power_grid.png
Bar = 20 µm. Pins as bars on the die edge. Tap cells in gray.
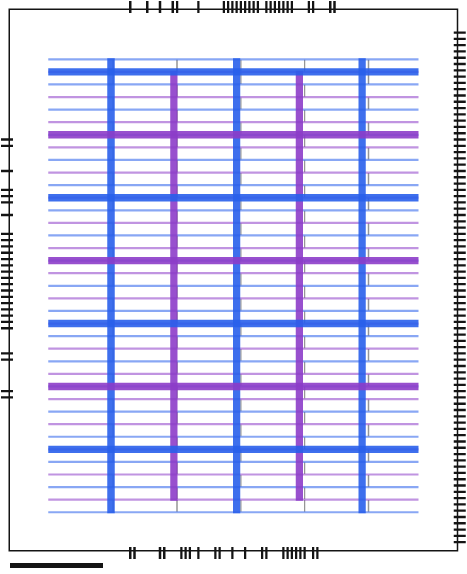
placement_by_type.png
Bar = 20 µm.
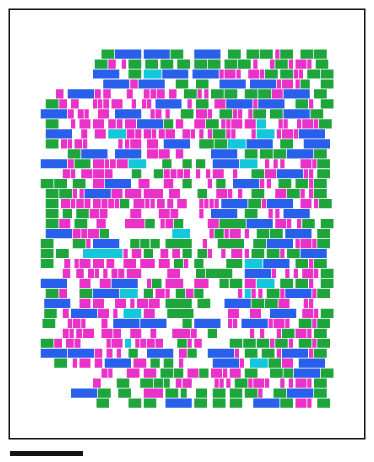
clk_routes.png
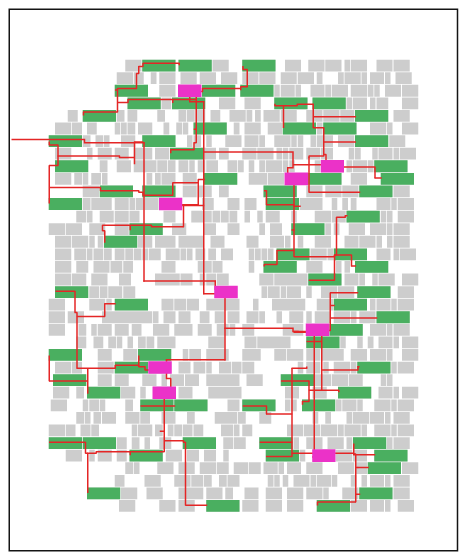
wires.png
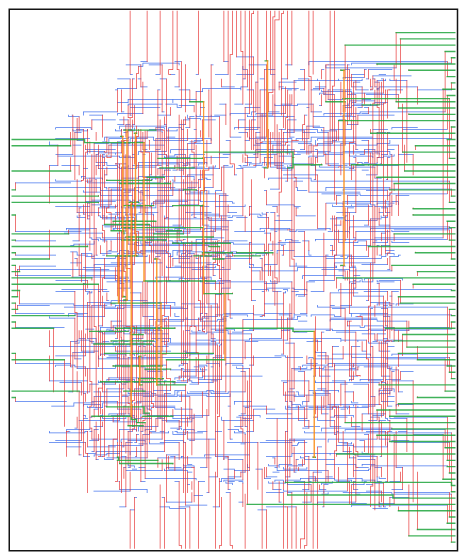
## src/rtl/regfile_wb_arbiter.sv

```systemverilog
// ---------------------------------------------------------------------------
// regfile_wb_arbiter
//
// Shares the single register-file write port between the ALU writeback path
// and the memory-load writeback path. Arbitration is round-robin with
// valid/ready handshakes. The winner is accepted in the same cycle (the write
// port never stalls) and is presented to the register file one cycle later as
// a registered write command. A per-register pending-write scoreboard (busy)
// is kept for the issue stage's hazard detection.
//
// Ports
//   clk        : clock, all state updates on the rising edge
//   rst        : synchronous active-high reset
//   alu_valid  : ALU writeback request
//   alu_dst    : ALU destination register
//   alu_data   : ALU result
//   alu_ready  : ALU request accepted this cycle (combinational)
//   mem_valid  : load writeback request
//   mem_dst    : load destination register
//   mem_data   : load data
//   mem_ready  : load request accepted this cycle (combinational)
//   rsv_valid  : issue stage reserves a destination register
//   rsv_dst    : register being reserved
//   busy       : bit i set = write to register i pending (registered)
//   regwrite   : register-file write enable (registered)
//   wdst       : register-file write index (registered)
//   wdata      : register-file write data (registered)
//   grant_mem  : current write command came from the load path (registered)
// ---------------------------------------------------------------------------
module regfile_wb_arbiter #(
    parameter int DATA_W     = 32,
    parameter int ADDR_W     = 5,
    parameter int RESET_PRIO = 0
) (
    input  logic                   clk,
    input  logic                   rst,
    input  logic                   alu_valid,
    input  logic [ADDR_W-1:0]      alu_dst,
    input  logic [DATA_W-1:0]      alu_data,
    output logic                   alu_ready,
    input  logic                   mem_valid,
    input  logic [ADDR_W-1:0]      mem_dst,
    input  logic [DATA_W-1:0]      mem_data,
    output logic                   mem_ready,
    input  logic                   rsv_valid,
    input  logic [ADDR_W-1:0]      rsv_dst,
    output logic [(2**ADDR_W)-1:0] busy,
    output logic                   regwrite,
    output logic [ADDR_W-1:0]      wdst,
    output logic [DATA_W-1:0]      wdata,
    output logic                   grant_mem
);

    localparam int NREG = 2**ADDR_W;

    // r_prio: 0 = ALU wins a tie, 1 = MEM wins a tie
    logic              r_prio;
    logic [NREG-1:0]   r_busy;
    logic              r_regwrite;
    logic [ADDR_W-1:0] r_wdst;
    logic [DATA_W-1:0] r_wdata;
    logic              r_grant_mem;

    logic              w_alu_win;
    logic              w_mem_win;
    logic              w_accept;
    logic [ADDR_W-1:0] w_dst;
    logic [DATA_W-1:0] w_data;
    logic [NREG-1:0]   w_busy_next;

    // Nothing is accepted while reset is held, so no request can slip through.
    assign w_alu_win = !rst && alu_valid && (!mem_valid || !r_prio);
    assign w_mem_win = !rst && mem_valid && (!alu_valid ||  r_prio);
    assign w_accept  = w_alu_win || w_mem_win;
    assign w_dst     = w_mem_win ? mem_dst  : alu_dst;
    assign w_data    = w_mem_win ? mem_data : alu_data;

    assign alu_ready = w_alu_win;
    assign mem_ready = w_mem_win;

    // Clear for the accepted write is applied first so a same-index
    // reservation in the same cycle overrides it: the new reservation
    // belongs to a younger instruction than the write retiring now.
    always_comb begin
        w_busy_next = r_busy;
        if (w_accept) begin
            w_busy_next[w_dst] = 1'b0;
        end
        if (rsv_valid) begin
            w_busy_next[rsv_dst] = 1'b1;
        end
        w_busy_next[0] = 1'b0;
    end

    always_ff @(posedge clk) begin
        if (rst) begin
            r_prio      <= 1'(RESET_PRIO);
            r_busy      <= '0;
            r_regwrite  <= 1'b0;
            r_wdst      <= '0;
            r_wdata     <= '0;
            r_grant_mem <= 1'b0;
        end else begin
            r_busy     <= w_busy_next;
            // Register 0 is hardwired: the handshake completes but the
            // write enable is suppressed.
            r_regwrite <= w_accept && (w_dst != '0);
            if (w_accept) begin
                r_wdst      <= w_dst;
                r_wdata     <= w_data;
                r_grant_mem <= w_mem_win;
                // Hand priority to the requester that did not win.
                r_prio      <= w_alu_win;
            end
        end
    end

    assign busy      = r_busy;
    assign regwrite  = r_regwrite;
    assign wdst      = r_wdst;
    assign wdata     = r_wdata;
    assign grant_mem = r_grant_mem;

endmodule

```

## config.mk

```make
export PLATFORM = sky130hd
export DESIGN_NAME = regfile_wb_arbiter
export DESIGN_NICKNAME = d
export VERILOG_FILES = /design/src/rtl/regfile_wb_arbiter.sv
export SDC_FILE = /design/constraint.sdc
export NUM_CORES = 1
export LEC_CHECK = 0
export CORE_ASPECT_RATIO = 1.25
export CORE_MARGIN = 8
export CORE_UTILIZATION = 44
export CTS_BUF_LIST = sky130_fd_sc_hd__clkbuf_4 sky130_fd_sc_hd__clkbuf_8
export DETAILED_ROUTE_END_ITERATION = 10
export PLACE_DENSITY = 0.82
export SYNTH_ARGS = -nofsm -noshare
export SYNTH_HDL_FRONTEND = slang
export SYNTH_SLANG_ARGS = --single-unit
```

## constraint.sdc

```tcl
create_clock -name clk -period 2.3 [get_ports clk]
set_clock_uncertainty 0.15 [all_clocks]
set_input_delay 0.69 -clock clk [delete_from_list [all_inputs] [get_ports clk]]
set_output_delay 0.69 -clock clk [all_outputs]
set_load 0.03 [all_outputs]
```

==> flow_summary.toml <==
# flow metrics
[run_status]
status = "finished, final reports clean"

[final_timing]
drv_slew = 0
worst_pin_slew_ns = 0.510
period_used_pct = 97.8
finalSetupTns_ns = 0
rsz0062_at_grt = "false"
maxSlewHeadroom_pct = 65.6
fmax_mhz = 445
finalCriticalPeriod_ns = 2.25
hold_violations = 0
fin_ws_ns = 0.0512
hold_slack_ns = 0.331

[placement]
placed_cell_area_um2 = 5470
dp.cells = 706
portBuffers = 155
gp_congestion = 0.994
dp_hpwl_mm = 10.4
dp_slack_ns = -0.451

[pwr]
pwr-share-clk_pct = 33.8
finalPower_mw = 3.18
top_power_group = "sequential cells"
ir_drop_v = 0.000483
power.switching_mw = 0.914
power.density_nw_per_um2 = 559
p_seq_mw = 1.32
seq_power_share_pct = 41.6
power_frac_comb_pct = 24.6
switching_share_pct = 28.7
power.leakage_nw = 2.14

[global_routing]
top_usage_layer = "met2"
grt_pass1_vias = 4127
grt.met1_usage_pct = 26.0
grt_max_degree = 52
gr-total-overflow = 0
grt_first_pass_wirelength_mm = 20.9
antenna_found_initial = 0
gr-usage-met3_pct = 7.27
met2_usage_pct = 40.8

[logic_synthesis]
adder_share_pct = 0
netlist_instances = 451
yosys_area_um2 = 3570
topCombFamilyByArea = "simple AND/OR/NAND/NOR gates"
ys_warn_count = 0
mux_share_pct = 0
netlist_area_um2 = 3570
synth-main-ff-cell = "dfxtp_1"
syn-num-nets = 535
synthTopCellsByCount = "nand2_1, dfxtp_1, nor2_1"
synth_stat.cells = 451
syn_avg_cell_area_um2 = 7.92
edf_count = 0
synthArstFlopShare_pct = 0
simple_gate_share_pct = 30.4
ys.flops = 71
yosysUniqueCellTypes = 42
ys_seq_share_pct = 39.8
topCellsByArea = "dfxtp_1, nand2_1, a311oi_1"
xor_share_pct = 0
largest_area_cell = "dfxtp_1"
synthAoiAreaFrac_pct = 24.2

[clocking]
h-tree-depth = 3
cts-hold-fix-buffers = 0
cts_tree = "yes"
cts_resized = 5
post_cts_buffers = 1
clock-sinks = 71
cts-root-buf = "clkbuf_8"
ctsLongestPathBuffers = 2
cts_buffers = 9

[run]
max_cap_viol_count = 0
warning_count = 26

[setup_path]
worstSetupEndpoint = "busy[31]"
slowest_delay_ns = 0.69
r2r-start = "r_prio"
crit_buf_inv = 1
path_max_fanout = 2
slowest_stage = "clkdlybuf4s50_1"
crit_family = "buffers and inverters"
crit_arrival_ns = 1.41
start_kind = "flop"
ff2ff_path_depth = 6
cp.depth = 1
cp.required_ns = 1.46
r2r_end = "busy[18]"
crit_type = "flop to primary output"
setup.worst_path.start = "busy[31]"
worst_setup_path_end_kind = "primary output"

[finish]
lay_top_count = "clkdlybuf4s50_1"
n_antenna_cell = 0
mostFrequentLayoutCells = "clkdlybuf4s50_1, nand2_1, dfxtp_1, nor2_1, buf_4"
seq_cells = 71
regArea_um2 = 1420
bufAreaShareNonClock_pct = 34.5
nonClockBufferCount = 201
comb_share_pct = 34.5
nClkBuffers = 13
final_cells = 723
final-clk-cell-share_pct = 3.74
syn_to_final_growth_pct = 59.2
nFillCells = 617
final_nets = 707
drive_above_1_share_pct = 12.1
nMultiInputCombCells = 338
largest_reg_flops = 32
n_all_inverters = 2
dominant_cells = "non-clock buffers"

[floorplan]
die_x_um = 96.6
dieArea_um2 = 11300
top_level_ports = 157
fp_util_pct = 45.6
n_tap_cell = 95

[drt]
met3_wirelength_mm = 1.53
dr.pass1.iters = 5
remaining_drc_errors = 0
met1_length_mm = 5.30
vias_per_cell = 5.76
wl_met2_mm = 6.56
drtIter0Drc = 182
highest_layer = "met4"
wire_per_inst_um = 19.0

[worst_hold_path]
worstHoldEndpoint = "busy[1]"
hold_depth = 2
hold_path.class = "flop to flop"
About power_grid.png:
- VSS: blue
- VDD: purple
- met4 straps: 5
- met5 straps: 7
- signal pins: 157
- tap cells: 95
- rows: 36

About placement_by_type.png:
- other buffers and delay cells: green (cells 201)
- flops: blue (cells 71)
- clock drivers and dummy loads: cyan (cells 16)
- combinational and other logic: magenta (cells 340)
FP Rows: 36
Core ar.: 7840 µm²
Util after Layout: 72.6%
Seq area share: 25.0%
final instance area: 5690 µm²

About clk_routes.png:
- clock wires: red (length 951 µm)
- clock drivers: magenta (count 9)
- flip-flops: green (count 71)
- flops lie: widely spread
Clock net power: 1.07 mW
clk latency late pin: 0.35 ns

About wires.png:
- metal 4: orange (wire length 382 µm)
- metal 2: red (wire length 6560 µm)
- metal 3: green (wire length 1530 µm)
- metal 1: blue (wire length 5300 µm)
drt total wl: 13.8 mm
gr usage total: 23.8%
vias: 4163

No activity file was given, so power comes from the tool's default toggle rates.
